--- src/rtl/pc_fetch_stage.sv ---
// Instruction-fetch stage: owns the PC, fetches over an imem req/ack handshake and
// hands {instr, PC+4} to decode over valid/ready; resolves branch/jump/jr redirects.
module pc_fetch_stage #(
    parameter logic [31:0] RESET_PC = 32'h0000_0000,
    parameter int unsigned PC_STEP  = 4
) (
    input  logic        clk,
    input  logic        reset,
    output logic        imem_req,
    output logic [31:0] imem_addr,
    input  logic        imem_ack,
    input  logic [31:0] imem_rdata,
    input  logic        redirect_valid,
    input  logic [1:0]  redirect_sel,
    input  logic [31:0] redirect_pc4,
    input  logic [15:0] branch_offset,
    input  logic [25:0] jump_index,
    input  logic [31:0] jr_target,
    output logic        if_valid,
    input  logic        if_ready,
    output logic [31:0] if_instr,
    output logic [31:0] if_pc4
);

    localparam int unsigned XLEN = 32;

    typedef enum logic [1:0] {
        IDLE    = 2'b00,
        WAIT    = 2'b01,
        DISCARD = 2'b10
    } state_t;

    state_t            state, state_nxt;
    logic [XLEN-1:0]   pc, pc_nxt;
    logic [XLEN-1:0]   shadow, shadow_nxt;
    logic [XLEN-1:0]   pc_inc;
    logic [XLEN-1:0]   target;
    logic              redirect;
    logic              ack;
    logic              if_valid_nxt;
    logic [XLEN-1:0]   if_instr_nxt;
    logic [XLEN-1:0]   if_pc4_nxt;

    assign imem_addr = pc;
    assign pc_inc    = pc + XLEN'(PC_STEP);
    assign redirect  = redirect_valid & (redirect_sel != 2'b00);
    assign ack       = imem_req & imem_ack;

    // Redirect target resolution
    always_comb begin
        target = jr_target;
        case (redirect_sel)
            2'b01:   target = redirect_pc4 + {{14{branch_offset[15]}}, branch_offset, 2'b00};
            2'b10:   target = {redirect_pc4[31:28], jump_index, 2'b00};
            default: target = jr_target;
        endcase
    end

    // Request is held through WAIT/DISCARD; in IDLE it waits for room in the output slot
    always_comb begin
        imem_req = 1'b0;
        if (!reset) begin
            case (state)
                IDLE:    imem_req = !if_valid | if_ready;
                WAIT:    imem_req = 1'b1;
                DISCARD: imem_req = 1'b1;
                default: imem_req = 1'b0;
            endcase
        end
    end

    // Next-state and datapath updates
    always_comb begin
        state_nxt    = state;
        pc_nxt       = pc;
        shadow_nxt   = shadow;
        if_valid_nxt = if_valid & !if_ready;
        if_instr_nxt = if_instr;
        if_pc4_nxt   = if_pc4;

        case (state)
            IDLE, WAIT: begin
                if (redirect) begin
                    if_valid_nxt = 1'b0;
                    if ((state == WAIT) && !ack) begin
                        // Address must stay put until the outstanding ack; defer the new PC
                        shadow_nxt = target;
                        state_nxt  = DISCARD;
                    end else begin
                        pc_nxt    = target;
                        state_nxt = IDLE;
                    end
                end else if (ack) begin
                    if_instr_nxt = imem_rdata;
                    if_pc4_nxt   = pc_inc;
                    if_valid_nxt = 1'b1;
                    pc_nxt       = pc_inc;
                    state_nxt    = IDLE;
                end else if (imem_req) begin
                    state_nxt = WAIT;
                end
            end
            DISCARD: begin
                if (redirect) begin
                    if_valid_nxt = 1'b0;
                end
                if (ack) begin
                    pc_nxt    = redirect ? target : shadow;
                    state_nxt = IDLE;
                end else if (redirect) begin
                    shadow_nxt = target;
                end
            end
            default: state_nxt = IDLE;
        endcase
    end

    always_ff @(posedge clk) begin
        if (reset) begin
            state    <= IDLE;
            pc       <= RESET_PC;
            shadow   <= '0;
            if_valid <= 1'b0;
            if_instr <= '0;
            if_pc4   <= '0;
        end else begin
            state    <= state_nxt;
            pc       <= pc_nxt;
            shadow   <= shadow_nxt;
            if_valid <= if_valid_nxt;
            if_instr <= if_instr_nxt;
            if_pc4   <= if_pc4_nxt;
        end
    end

endmodule
--- config.mk ---
export PLATFORM = sky130hd
export DESIGN_NAME = pc_fetch_stage
export DESIGN_NICKNAME = d
export VERILOG_FILES = /design/src/rtl/pc_fetch_stage.sv
export SDC_FILE = /design/constraint.sdc
export NUM_CORES = 1
export LEC_CHECK = 0
export CORE_MARGIN = 5
export CORE_UTILIZATION = 45
export CTS_BUF_LIST = sky130_fd_sc_hd__clkbuf_4 sky130_fd_sc_hd__clkbuf_8
export CTS_CLUSTER_DIAMETER = 50
export DETAILED_ROUTE_END_ITERATION = 10
export PLACE_DENSITY = 0.81
export SYNTH_ARGS = -nofsm -noshare
export SYNTH_HDL_FRONTEND = slang
export SYNTH_SLANG_ARGS = --single-unit
--- constraint.sdc ---
create_clock -name clk -period 3.1 [get_ports clk]
set_input_delay 0.465 -clock clk [delete_from_list [all_inputs] [get_ports clk]]
set_output_delay 0.465 -clock clk [all_outputs]
set_load 0.005 [all_outputs]
==> job_summary.md <==
## PnR job results

| Metric | Value |
|---|---|
| Family with the most delay on the worst path | AND-OR/OR-AND gates |
| VDD IR max | 0.272 mV |
| Comb group | 1.70 mW |
| PwrDens | 436 nW/um2 |
| Main flop type | dfxtp_1 |
| Filler Cell Count | 1525 |
| Slew Limit Fails | 0 |
| Yosys Warn Count | 0 |
| Status | finished clean |
| WHS Endpoint | if_instr[29] |
| Clock share of power | 30.2% |
| Max Root-Sink Buffers | 2 |
| Tmin final | 2.95 ns |
| Layout cells sized above 1 | 11.0% |
| Post-Place Worst Slack | -0.339 ns |
| RSZ-0062 raised after global routing | no |
| Worst slew pin tran | 1.01 ns |
| Post-Synth Simple-Gate Area | 24.2% |
| Placed Area | 11500 um2 |
| Flop+latch power | 1.94 mW |
==> cells by family (layout without fill, tap and decap cells) <==
logic type | after synthesis | in the layout
DFF | 131 | 131
adders and majority gates | 38 | 38
and+or+nand+nor | 454 | 454
muxes | 18 | 18
xor gates and xnor gates | 35 | 35
AOI/OAI and AO/OA | 358 | 358
buffers and inverters | 96 | 388
==> area by class of cell <==
type	count	share of cell area, %
inverters	20	0.628
clock buffers	21	2.37
well taps	229	2.40
flip-flops and latches	131	21.9
repair buffers	336	26.8
clock inverters	11	1.27
multi-input cells	903	44.6
==> cells in the mapped netlist (all sizes together), types with 5 or more instances <==
library cell / instances / area share, %
nor3: 34 / 2.0
mux2i: 14 / 1.7
dfxtp: 131 / 31
and2: 9 / 0.69
o211ai: 18 / 1.6
inv: 20 / 0.90
a221oi: 7 / 0.73
and3: 8 / 0.61
nand3: 37 / 2.2
or3: 8 / 0.66
nand4: 9 / 0.67
a2111oi: 7 / 1.1
a31oi: 15 / 1.1
a21oi: 127 / 7.7
and4: 6 / 0.67
xor2: 14 / 1.5
nand2b: 7 / 0.52
clkbuf: 63 / 3.0
o21ai: 71 / 4.3
nand2: 206 / 9.3
ha: 37 / 5.5
o21a: 9 / 0.81
a211oi: 38 / 3.5
a22oi: 10 / 0.90
nor4: 7 / 0.52
nor2: 109 / 4.9
xnor2: 21 / 2.2
buf: 12 / 0.79
a21o: 14 / 1.3
nor2b: 5 / 0.46
==> metrics by stage <==
stage	total power [mW]	utilization [%]
5_1_grt	5.43	65.9
2_1_floorplan	2.78	-
6_report	5.21	65.9
3_5_place_dp	3.63	63.4
3_3_place_gp	3.60	63.4
4_1_cts	5.18	65.7
### Clock wires, drivers and flops

The bar under the picture is 50 um long.
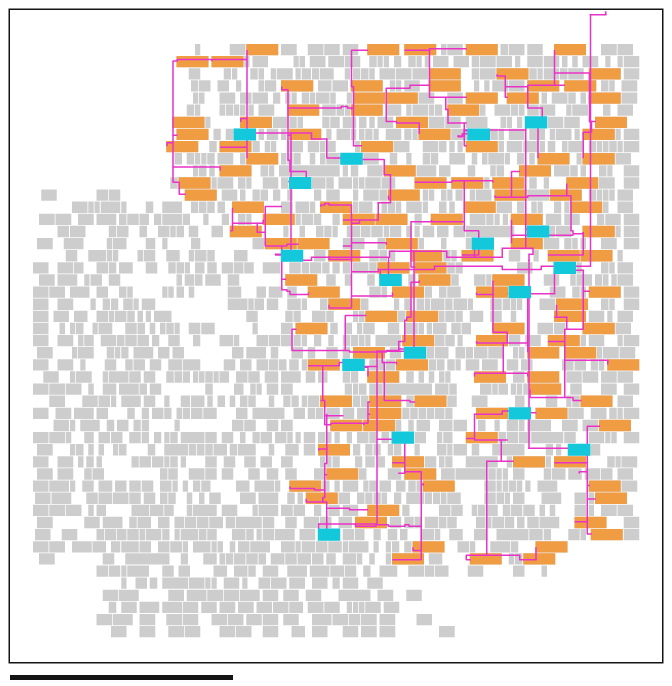
[flip-flops] orange | count: 131
[clock wires] magenta | length: 1630 um
[clock-net drivers] cyan | count: 17
routed clock nets: 18

### Routed metal, one colour a layer

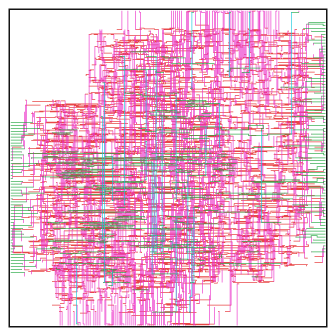
| layer | colour | wire length |
|---|---|---|
| M4 | cyan | 1010 um |
| M3 | green | 3060 um |
| M1 | red | 12900 um |
| M2 | magenta | 14200 um |

### Placement view

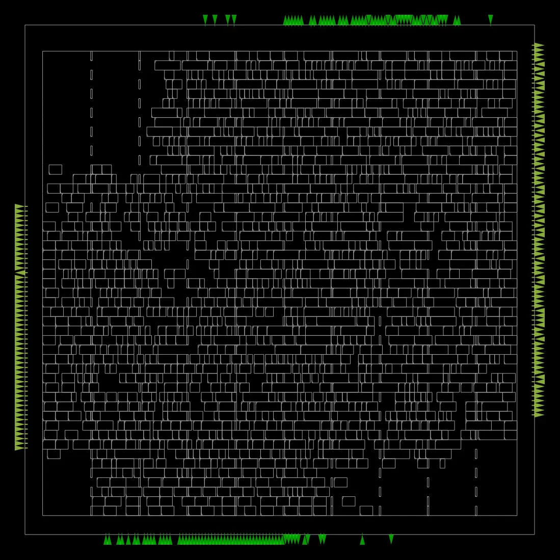
Non-Filler Instances: 1651
core area: 18100 um2
fraction of area in registers: 21.9%
Site Rows: 49

### I/O pins on the die edge

Pins as bars across the die edge, other pins in grey.
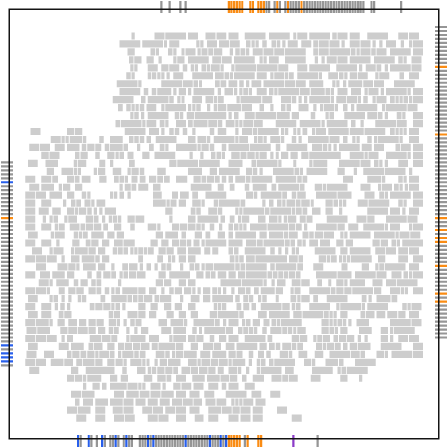
| port | colour | pins | direction | edge |
|---|---|---|---|---|
| imem_addr | orange | 32 | output | 14 top, 9 right, 8 bottom, 1 left |
| branch_offset | blue | 16 | input | 11 bottom, 5 left |
| redirect_valid | purple | 1 | input | bottom |
die y size: 146 um
IO Port Bufs: 242
die width: 146 um

### Cell classes on the final placement

Fill, decap, tap and diode cells in grey.
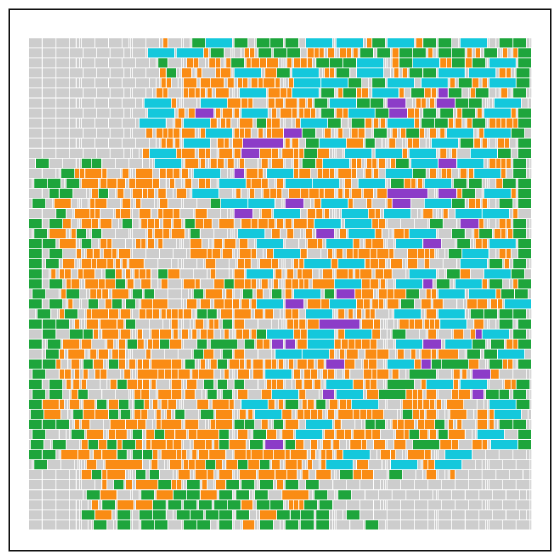
| class | colour | cells | share of their area |
|---|---|---|---|
| clock drivers and dummy loads | purple | 32 | 3.7% |
| registers | cyan | 131 | 22% |
| remaining buffers and delay cells | green | 336 | 27% |
| remaining logic cells | orange | 923 | 46% |

Power is estimated from default activity; no workload was simulated.
